### src/rtl/rename_commit_ctrl_pkg.sv
// rtl/rename_commit_ctrl_pkg.sv - shared widths, constants and tag/index conversion
package rename_commit_ctrl_pkg;

  localparam int ROB_SIZE  = 16;
  localparam int ROB_IDX_W = 4;
  localparam int TAG_W     = 5;
  localparam int REG_W     = 5;
  localparam int DATA_W    = 32;

  localparam logic [TAG_W-1:0] EMPTY_TAG = '0;
  localparam logic [REG_W-1:0] EMPTY_REG = '0;

  // Tag 0 is reserved for "no producer", so tags are offset by one from indices.
  function automatic logic [TAG_W-1:0] idx_to_tag(input logic [ROB_IDX_W-1:0] idx);
    return {1'b0, idx} + TAG_W'(1);
  endfunction

  function automatic logic [ROB_IDX_W-1:0] tag_to_idx(input logic [TAG_W-1:0] tag);
    logic [TAG_W-1:0] w_t;
    w_t = tag - TAG_W'(1);
    return w_t[ROB_IDX_W-1:0];
  endfunction

endpackage

### src/rtl/rename_commit_ctrl_rob_ptr.sv
// rtl/rename_commit_ctrl_rob_ptr.sv - modulo-ROB_SIZE pointer with enable and sync clear
module rob_ptr
  import rename_commit_ctrl_pkg::*;
(
  input  logic                 clk,
  input  logic                 i_clr,
  input  logic                 i_en,
  output logic [ROB_IDX_W-1:0] o_ptr
);

  logic [ROB_IDX_W-1:0] r_ptr;

  // Advance by one on enable, wrapping at the last entry; clear has priority.
  always_ff @(posedge clk) begin
    if (i_clr) begin
      r_ptr <= '0;
    end else if (i_en) begin
      r_ptr <= (r_ptr == ROB_IDX_W'(ROB_SIZE - 1)) ? '0 : r_ptr + ROB_IDX_W'(1);
    end
  end

  assign o_ptr = r_ptr;

endmodule

### src/rtl/rename_commit_ctrl.sv
// rtl/rename_commit_ctrl.sv - in-order rename tag allocator and commit sequencer
module rename_commit_ctrl
  import rename_commit_ctrl_pkg::*;
(
  input  logic              clk,
  input  logic              rst,
  input  logic              rdy,
  input  logic              clear,
  input  logic              issue_valid,
  input  logic [REG_W-1:0]  issue_rd,
  output logic              issue_ready,
  output logic [TAG_W-1:0]  issue_tag,
  output logic [REG_W-1:0]  reg_to_rename,
  output logic [TAG_W-1:0]  tag_rename,
  input  logic              cdb_valid,
  input  logic [TAG_W-1:0]  cdb_tag,
  input  logic [DATA_W-1:0] cdb_data,
  output logic              if_commit,
  output logic [REG_W-1:0]  pos_commit,
  output logic [DATA_W-1:0] data_commit,
  output logic [TAG_W-1:0]  tag_commit,
  output logic              rob_empty
);

  logic                 r_busy [ROB_SIZE];
  logic                 r_done [ROB_SIZE];
  logic [REG_W-1:0]     r_rd   [ROB_SIZE];
  logic [DATA_W-1:0]    r_data [ROB_SIZE];
  logic [TAG_W-1:0]     r_count;
  logic                 r_if_commit;
  logic [REG_W-1:0]     r_pos_commit;
  logic [DATA_W-1:0]    r_data_commit;
  logic [TAG_W-1:0]     r_tag_commit;
  logic                 r_rob_empty;

  logic [ROB_IDX_W-1:0] w_head;
  logic [ROB_IDX_W-1:0] w_tail;
  logic [ROB_IDX_W-1:0] w_cdb_idx;
  logic                 w_ptr_clr;
  logic                 w_accept;
  logic                 w_retire;
  logic                 w_cdb_hit;
  logic                 w_rename;
  logic [TAG_W-1:0]     w_count_nxt;

  assign w_ptr_clr = rst || (rdy && clear);
  assign w_cdb_idx = tag_to_idx(cdb_tag);

  // Ready is judged on the pre-retire count: a slot freed this cycle is not reusable until next.
  assign issue_ready = (r_count < TAG_W'(ROB_SIZE));
  assign issue_tag   = idx_to_tag(w_tail);
  assign w_accept    = rdy && !rst && !clear && issue_valid && issue_ready;
  assign w_rename    = w_accept && (issue_rd != EMPTY_REG);
  assign reg_to_rename = w_rename ? issue_rd  : EMPTY_REG;
  assign tag_rename    = w_rename ? issue_tag : EMPTY_TAG;

  // Completion only lands on a live entry; retire looks at the registered done bit (no bypass).
  assign w_cdb_hit = rdy && !clear && cdb_valid && (cdb_tag != EMPTY_TAG) && r_busy[w_cdb_idx];
  assign w_retire  = rdy && !clear && (r_count != '0) && r_done[w_head];

  // Net occupancy change from this cycle's issue and retire.
  always_comb begin
    w_count_nxt = r_count;
    case ({w_accept, w_retire})
      2'b10:   w_count_nxt = r_count + TAG_W'(1);
      2'b01:   w_count_nxt = r_count - TAG_W'(1);
      default: w_count_nxt = r_count;
    endcase
  end

  rob_ptr u_head (
    .clk   (clk),
    .i_clr (w_ptr_clr),
    .i_en  (w_retire),
    .o_ptr (w_head)
  );

  rob_ptr u_tail (
    .clk   (clk),
    .i_clr (w_ptr_clr),
    .i_en  (w_accept),
    .o_ptr (w_tail)
  );

  // Per-entry state: allocate at tail, complete from CDB, free at head (retire wins on conflict).
  always_ff @(posedge clk) begin
    if (rst) begin
      for (int i = 0; i < ROB_SIZE; i++) begin
        r_busy[i] <= 1'b0;
        r_done[i] <= 1'b0;
        r_rd[i]   <= '0;
        r_data[i] <= '0;
      end
    end else if (rdy) begin
      if (clear) begin
        for (int i = 0; i < ROB_SIZE; i++) begin
          r_busy[i] <= 1'b0;
          r_done[i] <= 1'b0;
        end
      end else begin
        if (w_cdb_hit) begin
          r_data[w_cdb_idx] <= cdb_data;
          r_done[w_cdb_idx] <= 1'b1;
        end
        if (w_accept) begin
          r_busy[w_tail] <= 1'b1;
          r_done[w_tail] <= 1'b0;
          r_rd[w_tail]   <= issue_rd;
        end
        if (w_retire) begin
          r_busy[w_head] <= 1'b0;
          r_done[w_head] <= 1'b0;
        end
      end
    end
  end

  // Occupancy and registered commit port; everything holds while rdy is low.
  always_ff @(posedge clk) begin
    if (rst) begin
      r_count       <= '0;
      r_rob_empty   <= 1'b1;
      r_if_commit   <= 1'b0;
      r_pos_commit  <= '0;
      r_data_commit <= '0;
      r_tag_commit  <= '0;
    end else if (rdy) begin
      if (clear) begin
        r_count     <= '0;
        r_rob_empty <= 1'b1;
        r_if_commit <= 1'b0;
      end else begin
        r_count     <= w_count_nxt;
        r_rob_empty <= (w_count_nxt == '0);
        r_if_commit <= w_retire && (r_rd[w_head] != EMPTY_REG);
        if (w_retire) begin
          r_pos_commit  <= r_rd[w_head];
          r_data_commit <= r_data[w_head];
          r_tag_commit  <= idx_to_tag(w_head);
        end
      end
    end
  end

  assign if_commit   = r_if_commit;
  assign pos_commit  = r_pos_commit;
  assign data_commit = r_data_commit;
  assign tag_commit  = r_tag_commit;
  assign rob_empty   = r_rob_empty;

endmodule

### config.mk
export PLATFORM = sky130hd
export DESIGN_NAME = rename_commit_ctrl
export DESIGN_NICKNAME = d
export VERILOG_FILES = /design/src/rtl/rename_commit_ctrl_pkg.sv /design/src/rtl/rename_commit_ctrl_rob_ptr.sv /design/src/rtl/rename_commit_ctrl.sv
export SDC_FILE = /design/constraint.sdc
export NUM_CORES = 1
export LEC_CHECK = 0
export ABC_AREA = 1
export CAP_MARGIN = 20
export CORE_MARGIN = 5
export CORE_UTILIZATION = 36
export DETAILED_ROUTE_END_ITERATION = 6
export GPL_TIMING_DRIVEN = 0
export PLACE_DENSITY = 0.59
export SLEW_MARGIN = 5
export SYNTH_ARGS = -nofsm -noshare
export SYNTH_HDL_FRONTEND = slang
export SYNTH_HIERARCHICAL = 1
export SYNTH_SLANG_ARGS = --single-unit
### constraint.sdc
create_clock -name clk -period 3.45 [get_ports clk]
set_clock_uncertainty 0.2 [all_clocks]
set_input_delay 0.345 -clock clk [delete_from_list [all_inputs] [get_ports clk]]
set_output_delay 0.345 -clock clk [all_outputs]
set_load 0.05 [all_outputs]
### Metal 1

Bar = 100 um. Supply wires on this layer in grey.
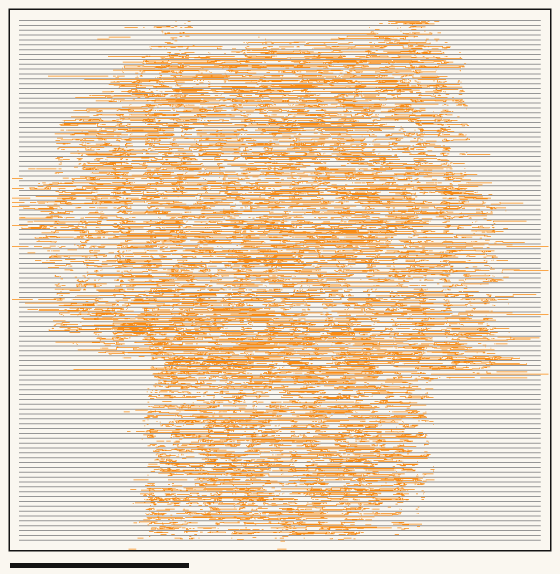
wire length on this layer: 44.1 mm
nets with wire on the layer: 3,480
share of all routed wire: 39%
GR Layer Usage met1: 0.324
total detailed-routing wirelength: 113 mm
total via count in the routed design: 25.4k

### Signal wires on met2

Bar = 100 um.
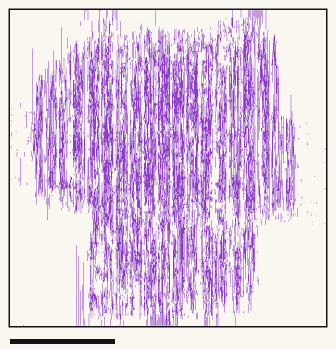
share of all routed wire: 45%
wire length on this layer: 50.3 mm
nets with wire on the layer: 2,740
main direction: vertical
met2 demand-to-capacity share in global routing: 0.379

### Metal 3

Cells faint in the background.
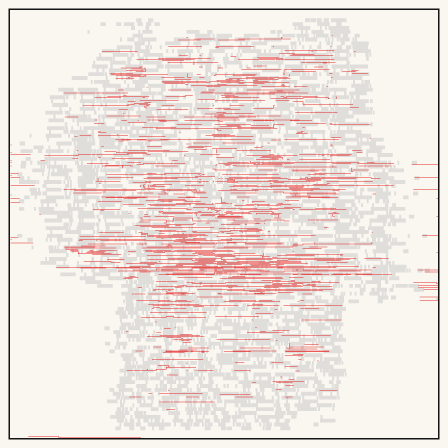
share of all routed wire: 11%
longest straight run: 107 um
wire length on this layer: 12,700 um
main direction: horizontal
global-route met3 utilization: 0.0512

### M4 wires

Bar = 100 um. Supply wires on this layer in grey.
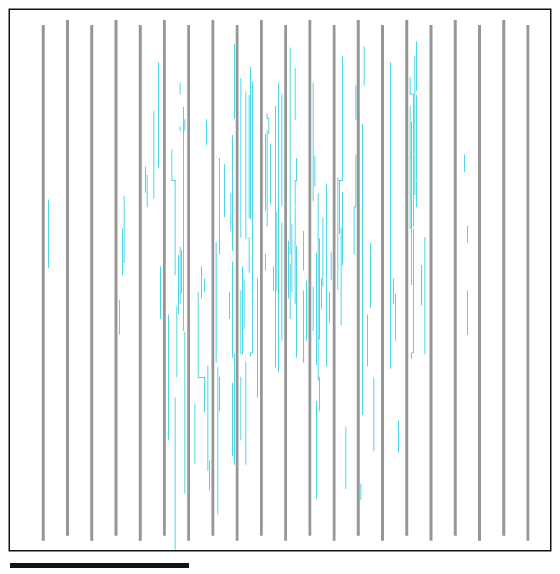
nets with wire on the layer: 80
wire length on this layer: 5,650 um
longest straight run: 171 um
share of all routed wire: 5.0%

==> summary.txt <==
Latest figures from synthesis and place and route.

The run finished with clean final reports. The half-perimeter wire length after detailed placement is 76.0 mm. In the detailed route, the total length drawn on met2 is 50.3 mm. The total power divided by cell area is 494 mW/mm^2. The chip occupies 0.0914 sq mm. The uppermost layer routed is met4. The count of instances resized after the clock tree is built is 77. The post-layout minimum cycle time is 3.35 ns. The DRC violation count after routing is 0. The aoi/oai-family share of the synthesized area is 0.0770. The floorplan step set the die height to 302 um. The commonest non-fill, non-tap cell in the layout is sky130_fd_sc_hd__nor2_1.

The final layout reports a setup TNS of 0 ns. The post-route total power is 18.0 mW. The flip-flop count of the largest register, all copies and words added is 512. The startpoint class of the critical path is a register. The timing report gives the biggest stage delay along the critical path as 0.76 ns. After its last routability iteration, the placer logged a weighted congestion of 0.878. The power in the clock group is 8.01 mW. The placeable core region is 0.0850 sq mm.

Warnings reported by Yosys during synthesis add up to 6. In the finished design, the share of the clock period the worst path needs comes to 0.971. The leading cell category by total area is flip-flops and latches. Per report_power, the Combinational row totals 0.801 mW. The number of maximum-capacitance violations is 0. Per the OpenROAD power report, leakage power amounts to 14.9 nW. The floorplan step set the die width to 302 um. The global router reports that the layer with the highest usage is met2. The startpoint identified for the worst register-to-register timing path is u_head/o_ptr[1]$_SDFFE_PP0P_. Using the TritonRoute via totals, the vias-per-cell ratio works out to 5.32. The async set-reset flop share out of synthesis is 0. CTS added clock buffers totalling 76.

The OpenROAD report gives the critical path a required time of 3.81 ns. The clock edge transition at the registers on the reported setup and hold paths is 0.06 ns. The flip-flop and latch share of the layout cell area is 0.536. Ranking logic cells in the layout by count gives the top entries sky130_fd_sc_hd__nor2_1, sky130_fd_sc_hd__edfxtp_1, sky130_fd_sc_hd__nand2_1, sky130_fd_sc_hd__o21ai_0, sky130_fd_sc_hd__inv_1.

The number of pins with negative max-slew slack in the final report is 0. The design has 681 sequential cells. The number of OpenROAD warnings is 36.

The number of placed instances, taps included, is 4,625. In the final layout, excluding clock inverters the inverter count is 203. The number of H-tree levels is 3.

Ranked by power, first place goes to sequential cells. The number of hold-slack violations in the final timing report is 0. In this run, synthesis produced a sequential element count of 681.

For reference, the top cells by count after synthesis are sky130_fd_sc_hd__nor2_1, sky130_fd_sc_hd__nand2_1, sky130_fd_sc_hd__edfxtp_1. The proportion of power drawn by the clock network is 0.444. The number of cells on the worst hold path is listed as 2.

The average size of a mapped cell is 9.18 sq um. The highest ir drop seen on vdd is 312 uV. The TritonCTS clock tree is yes. The slowest stage of the critical path is the sky130_fd_sc_hd__clkdlybuf4s15_1 cell.

The combinational power share is 0.044. In the final layout, the share of cells above drive strength 1 is 0.0681. In this run, the synthesized area fraction spent on xor and xnor cells is recorded as 0.00228. The kind of end point of the critical path is a register.

Per the final report, the share of cell area in clock cells is 0.0657. Per the OpenROAD power report, switching power amounts to 4.04 mW. Counting the fill cells in the layout gives 8,294.

The worst-case reg-to-reg setup slack stands at 0.1 ns. The number of global-route vias before repair is 23.9k. In the final layout, flip-flops and latches occupy 0.0196 sq mm.

The total routing usage reported by global routing is 0.242. Per report_power, the Sequential row totals 9.22 mW. The total number of nets in the final design is 3,635. The startpoint of the most critical setup path is u_head/o_ptr[1]$_SDFFE_PP0P_. In this run the critical register-to-register path is captured at data_commit[20]$_SDFFE_PP0P_. In the final report, the number of endpoints failing setup comes to 0. Of the total standard cell area in the layout, the multi-input combinational portion is 0.267. After layout, the clock buffer instance count stands at 109. In this run the cell area of the synthesized design comes to 0.0308 sq mm. Of the post-synthesis cell area, the part taken by muxes is 0.000650.

Internal power comes to 14.0 mW. The number of multi-input logic gates is 2,244. The setup path with the least slack is of type reg2reg. The total inserted antenna cells is 2. The depth of the critical timing path with buffers and inverters included is 11. The arrival time of data at the critical path endpoint is 3.71 ns. The number of standard cells reported by yosys is 3,353.

The worst-case max-slew headroom was logged as 0.217. Per Yosys stat, the portion of area used by sequential elements is 0.636. The largest combinational cell category by area is simple AND/OR/NAND/NOR gates. The remaining number of nets flagged by the antenna check after routing is 0.

Port buffering added 107 buffers. The yosys stat chip area is 0.0308 sq mm. The initial antenna violation count is 2. The most used flip-flop cell after synthesis is sky130_fd_sc_hd__edfxtp_1. The hold-fix buffer count after cts is 0. Derived from the worst setup path, the maximum achievable clock frequency is 298 MHz. The routed wire length per instance is 23.6 um.
Power figures rest on the tool's default switching activity, not on a simulated workload.
